--- src/rtl/ped_request_ctrl_if.sv ---
// Signal bundle between the pedestrian-request controller and the traffic/button side.
interface ped_request_ctrl_if;
    logic       ped_req;
    logic [1:0] traffic_light;
    logic       hold_red;
    logic       walk;
    logic       dont_walk;
    logic       ped_pending;
    logic       ped_served;

    modport master (
        output ped_req, traffic_light,
        input  hold_red, walk, dont_walk, ped_pending, ped_served
    );

    modport slave (
        input  ped_req, traffic_light,
        output hold_red, walk, dont_walk, ped_pending, ped_served
    );
endinterface

--- src/rtl/ped_request_ctrl.sv ---
// Pedestrian-request controller: latches button requests, holds the light red, runs WALK/CLEAR/COOLDOWN.
// Optional PED_FLASH_EN: dont_walk flashes during CLEAR.
module ped_request_ctrl #(
    parameter int CNT_W            = 16,
    parameter int WALK_CYCLES      = 8,
    parameter int CLEAR_CYCLES     = 4,
    parameter int MIN_GREEN_CYCLES = 6
) (
    input  logic              clk_main,
    input  logic              rst_main,
    ped_request_ctrl_if.slave bus
);
    typedef enum logic [2:0] {
        S_IDLE, S_WAIT_RED, S_WALK, S_CLEAR, S_COOLDOWN
    } state_e;

    localparam logic [1:0]       TL_RED   = 2'b10;
    localparam logic [CNT_W-1:0] WALK_LD  = CNT_W'(WALK_CYCLES - 1);
    localparam logic [CNT_W-1:0] CLEAR_LD = CNT_W'(CLEAR_CYCLES - 1);
    localparam logic [CNT_W-1:0] COOL_LD  = CNT_W'(MIN_GREEN_CYCLES - 1);

    state_e           state_q, state_d;
    logic [CNT_W-1:0] cnt_q, cnt_d;
    logic             hold_red_q, hold_red_d;
    logic             walk_q, walk_d;
    logic             dont_walk_q, dont_walk_d;
    logic             pend_q, pend_d;
    logic             served_q, served_d;
    logic             cnt_zero;
    logic             walk_entry;
`ifdef PED_FLASH_EN
    logic             flash_q, flash_d;
`endif

    assign cnt_zero   = (cnt_q == '0);
    assign walk_entry = (state_q == S_WAIT_RED) && (state_d == S_WALK);

    always_ff @(posedge clk_main) begin
        if (rst_main) begin
            state_q     <= S_IDLE;
            cnt_q       <= '0;
            hold_red_q  <= 1'b0;
            walk_q      <= 1'b0;
            dont_walk_q <= 1'b1;
            pend_q      <= 1'b0;
            served_q    <= 1'b0;
`ifdef PED_FLASH_EN
            flash_q     <= 1'b1;
`endif
        end else begin
            state_q     <= state_d;
            cnt_q       <= cnt_d;
            hold_red_q  <= hold_red_d;
            walk_q      <= walk_d;
            dont_walk_q <= dont_walk_d;
            pend_q      <= pend_d;
            served_q    <= served_d;
`ifdef PED_FLASH_EN
            flash_q     <= flash_d;
`endif
        end
    end

    always_comb begin
        state_d = state_q;
        case (state_q)
            S_IDLE:     if (bus.ped_req || pend_q) state_d = S_WAIT_RED;
            S_WAIT_RED: if (bus.traffic_light == TL_RED) state_d = S_WALK;
            S_WALK:     if (cnt_zero) state_d = S_CLEAR;
            S_CLEAR:    if (cnt_zero) state_d = S_COOLDOWN;
            // A request arriving on the final cooldown edge still counts.
            S_COOLDOWN: if (cnt_zero) state_d = (bus.ped_req || pend_q) ? S_WAIT_RED : S_IDLE;
            default:    state_d = S_IDLE;
        endcase
    end

    always_comb begin
        cnt_d = cnt_q;
        if (state_d != state_q) begin
            case (state_d)
                S_WALK:     cnt_d = WALK_LD;
                S_CLEAR:    cnt_d = CLEAR_LD;
                S_COOLDOWN: cnt_d = COOL_LD;
                default:    cnt_d = cnt_q;
            endcase
        end else if (!cnt_zero) begin
            cnt_d = cnt_q - CNT_W'(1);
        end

        // Clearing on WALK entry takes priority over a same-edge request.
        pend_d = pend_q;
        if (walk_entry)
            pend_d = 1'b0;
        else if (bus.ped_req && (state_q != S_WALK))
            pend_d = 1'b1;

        hold_red_d  = (state_d == S_WAIT_RED) || (state_d == S_WALK) || (state_d == S_CLEAR);
        walk_d      = (state_d == S_WALK);
        served_d    = walk_entry;
        dont_walk_d = (state_d != S_WALK);
`ifdef PED_FLASH_EN
        flash_d = 1'b1;
        if ((state_q == S_CLEAR) && (state_d == S_CLEAR))
            flash_d = ~flash_q;
        if (state_d == S_CLEAR)
            dont_walk_d = flash_d;
`endif
    end

    assign bus.hold_red    = hold_red_q;
    assign bus.walk        = walk_q;
    assign bus.dont_walk   = dont_walk_q;
    assign bus.ped_pending = pend_q;
    assign bus.ped_served  = served_q;
endmodule
--- src/flat_wrapper.sv ---
// flat-port wrapper written by rule: the top's interface ports become plain ports
module ped_request_ctrl_flat 
#(
    parameter int CNT_W            = 16,
    parameter int WALK_CYCLES      = 8,
    parameter int CLEAR_CYCLES     = 4,
    parameter int MIN_GREEN_CYCLES = 6
)
  (clk_main, rst_main, bus_ped_req, bus_traffic_light, bus_hold_red, bus_walk, bus_dont_walk, bus_ped_pending, bus_ped_served);
  ped_request_ctrl_if bus_i ();
  input  logic clk_main;
  input  logic rst_main;
  input wire logic [$bits(bus_i.ped_req)-1:0] bus_ped_req;
  input wire logic [$bits(bus_i.traffic_light)-1:0] bus_traffic_light;
  output wire logic [$bits(bus_i.hold_red)-1:0] bus_hold_red;
  output wire logic [$bits(bus_i.walk)-1:0] bus_walk;
  output wire logic [$bits(bus_i.dont_walk)-1:0] bus_dont_walk;
  output wire logic [$bits(bus_i.ped_pending)-1:0] bus_ped_pending;
  output wire logic [$bits(bus_i.ped_served)-1:0] bus_ped_served;
  assign bus_i.ped_req = bus_ped_req;
  assign bus_i.traffic_light = bus_traffic_light;
  assign bus_hold_red = bus_i.hold_red;
  assign bus_walk = bus_i.walk;
  assign bus_dont_walk = bus_i.dont_walk;
  assign bus_ped_pending = bus_i.ped_pending;
  assign bus_ped_served = bus_i.ped_served;
  ped_request_ctrl #(.CNT_W(CNT_W), .WALK_CYCLES(WALK_CYCLES), .CLEAR_CYCLES(CLEAR_CYCLES), .MIN_GREEN_CYCLES(MIN_GREEN_CYCLES)) u_core (.clk_main(clk_main), .rst_main(rst_main), .bus(bus_i));
endmodule
--- config.mk ---
export PLATFORM = sky130hd
export DESIGN_NAME = ped_request_ctrl_flat
export DESIGN_NICKNAME = d
export VERILOG_FILES = /design/src/rtl/ped_request_ctrl_if.sv /design/src/rtl/ped_request_ctrl.sv /design/src/flat_wrapper.sv
export SDC_FILE = /design/constraint.sdc
export NUM_CORES = 1
export LEC_CHECK = 0
export ABC_AREA = 1
export CORE_MARGIN = 5
export CORE_UTILIZATION = 42
export CTS_BUF_LIST = sky130_fd_sc_hd__clkbuf_8
export DETAILED_ROUTE_END_ITERATION = 8
export PLACE_DENSITY = 0.68
export SETUP_SLACK_MARGIN = 0.2
export SKIP_CTS_REPAIR_TIMING = 1
export SYNTH_ARGS = -nofsm -noshare
export SYNTH_HDL_FRONTEND = slang
export SYNTH_SLANG_ARGS = --single-unit
--- constraint.sdc ---
create_clock -name clk_main -period 2.25 [get_ports clk_main]
set_input_delay 0.675 -clock clk_main [delete_from_list [all_inputs] [get_ports clk_main]]
set_output_delay 0.675 -clock clk_main [all_outputs]
set_load 0.02 [all_outputs]
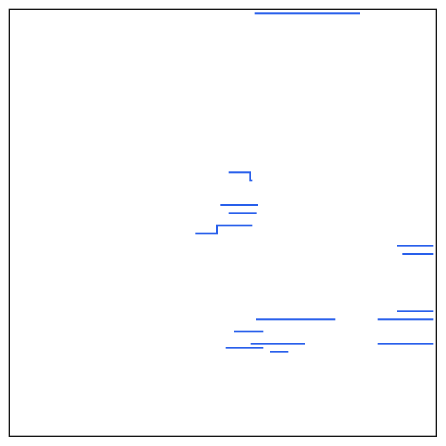
Fig. 1. Signal wires on met3.
Drawn at 6 px/um.
13 nets have wire on it. The longest straight run is 17.2 um. The layer holds 3.3% of the routed length.
met3 Use GR: 1.989%
DRT Wirelength: 3416 um
DR vias: 1464

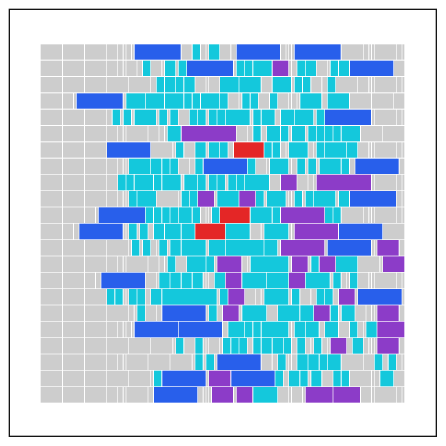
Fig. 2. Placed cells, one colour a class.
Drawn at 6 px/um. Fill, decap, tap and diode cells in grey.
remaining buffers and delay cells: marked purple, cells 29, share of their area 16%. registers: marked blue, cells 24, share of their area 25%. clock-net drivers: marked red, cells 3, share of their area 2.1%. remaining logic cells: marked cyan, cells 202, share of their area 57%.
core area: 3633 sq um
Layout Utilization: 56.44%
# rows: 22

[synth_stat cells, types with 3 or more instances]
cell type and instances:
nand2_2 4, buf_4 3, xnor2_1 5, dfxtp_1 24, nor2_1 43, inv_1 29
nand3_2 11, a21oi_1 14, nand3_1 12, nor2_4 3, xor2_1 6, nand2_1 49
nor3_1 6, nand2_4 3, o21ai_0 4
[stage by stage]
| step | setup slack, ns | instances | cell area [sq um] |
|---|---|---|---|
| after global routing | 0.1380 | 306 | 2051 |
| after CTS | 0.1032 | 297 | 1827 |
| final | 0.3056 | 306 | 2051 |
| after floorplan | 0.3710 | 232 | 1559 |
| after global placement | -0.1651 | 294 | 1785 |
| after detailed placement | -0.1781 | 294 | 1785 |
[worst paths after layout]
path	slack (ns)	cells after the start	end
max	0.31	15	u_core.cnt_q[9]
min	0.51	2	u_core.cnt_q[0]
max reg2reg	0.31	15	u_core.cnt_q[9]
min reg2reg	0.51	2	u_core.cnt_q[0]
[kinds of logic after synthesis]
kind of cell             after synthesis
flip-flops                            24
AND-OR/OR-AND                         22
buffers and inverters                 38
XOR/XNOR                              11
adder cells (fa/ha/maj)                1
AND/OR/NAND/NOR                      136
[per-layer routing]
metal  wire length (um)  share of wire, %
met2               1675                49
met5                  0                 0
met1               1595                47
met4                 33              0.97
met3                112               3.3
[state kept, by name (all words and copies together) (netlist names)]
signal / cells
u_core.cnt_q: 16
u_core.state_q: 3
u_core.bus.dont_walk: 1
u_core.bus.hold_red: 1
u_core.bus.ped_pending: 1
u_core.bus.ped_served: 1
u_core.bus.walk: 1
[layout make-up]
| cell class | instances | area [sq um] | share of cell area, % |
|---|---|---|---|
| multi-input cells | 170 | 1013 | 49.42 |
| flip-flops and latches | 24 | 489.2 | 23.86 |
| repair buffers | 29 | 324.1 | 15.80 |
| inverters | 32 | 122.6 | 5.979 |
| well taps | 48 | 60.06 | 2.929 |
| clock buffers | 3 | 41.29 | 2.013 |
[power by group]
group / switching (mW) / leakage [nW] / internal [mW]
combinational: 1.15 / 0.807 / 1.05
sequential: 0.133 / 0.200 / 0.558
clock: 0.139 / 0.0216 / 0.120
[worst min-delay path: stages, from the launching register on]
cell,delay (ns)
dfxtp_1,0.33
inv_2,0.08
a21oi_1,0.07
==> flow_summary.ini <==
; physical design summary
[global_routing]
gr-total-overflow = 0
grt_pass1_vias = 1285
grtUsageTotal_pct = 12.89
antenna_found_initial = 0
grtUsageMet2_pct = 21.63
grtUsageMet1_pct = 17.07

[critical_path]
cpMostUsedCell = nand2_4
cp_data_arrival_time_ns = 2.11
worstSetupPathType = reg2reg
path_max_fanout = 6
path_buffers = 2
path_cells = inv_2, ha_4, nand2_4, nor2_4, nand2_4, nand2_4, nand3_2, nand2_2, nor2_4, nand2_4, nand3_4, clkbuf_16, nand3_1, nand2_1, nor2_1
cp.required_ns = 2.42
crit_family = simple AND/OR/NAND/NOR gates
cpMaxStageDelayCell = dfxtp_1
critPathLaunch = u_core.cnt_q[0]
reg2reg_from = u_core.cnt_q[0]
crit_path_end_kind = register
cpPeakStageDelay_ns = 0.35

[clock_network]
root_buffer = clkbuf_8
cts_buffers = 3
cts.path.max_buffers = 2
clkSinkCount = 24
cts_tree = done
clk_pin_slew_worst_paths_ns = 0.09
clkLatencyLatePin_ns = 0.27

[routing]
antenna_left = 0
drcViolationCount = 0
post_drt_wl_per_cell_um = 11.16
routed_via_density = 4.784

[power]
total_power_mw = 3.151
power_leakage_nw = 1.029

[synthesis]
fp_nets = 238
yosys_warnings = 0
ys_sh_xor_pct = 6.180
topCombFamilyByArea = simple AND/OR/NAND/NOR gates
yosysTopAreaCell = dfxtp_1
ys.flop_type = dfxtp_1
async_reset_ff_share_pct = 0
ys_ff = 24
simple_gate_share_pct = 43.66
enable_flop_cells = 0
synthCells = 232
synthTopCellsByArea = dfxtp_1, nand2_1, nor2_1
synth_stat.cells = 232
top_area_share_pct = 30.82
mux_area_share_pct = 0

[sta]
hold_viol = 0
rsz0062_at_grt = no
maxSlewViolCount = 0
worst_pin_slew_ns = 0.3310
setup_tns_ns = 0
period_used_pct = 86.42
fin_crit_ns = 1.944
max_freq_mhz = 514.3
hold-worst-slack_ns = 0.5124
slew_headroom_pct = 77.77
finalSetupViolations = 0

[die]
die_h_um = 70.93
initCoreUtil_pct = 42.91
die-area_sq_um = 5030
io_pins = 10

[finish]
num_antenna_cells = 0
fin_nets = 266
layout_top_cell = nand2_1
area_delta_synth_final_pct = 31.54
layout_top_cells = nand2_1, nor2_1, inv_1, dfxtp_1, buf_4
drive_gt1_share_pct = 30.23

[worst_hold_path]
hold_start = u_core.cnt_q[0]

[place]
numPortBuffers = 9
hpwl_um = 2291
routabilityCongestion = 0.8670

[outcome]
status = finished clean
Power and IR drop assume default switching activity.
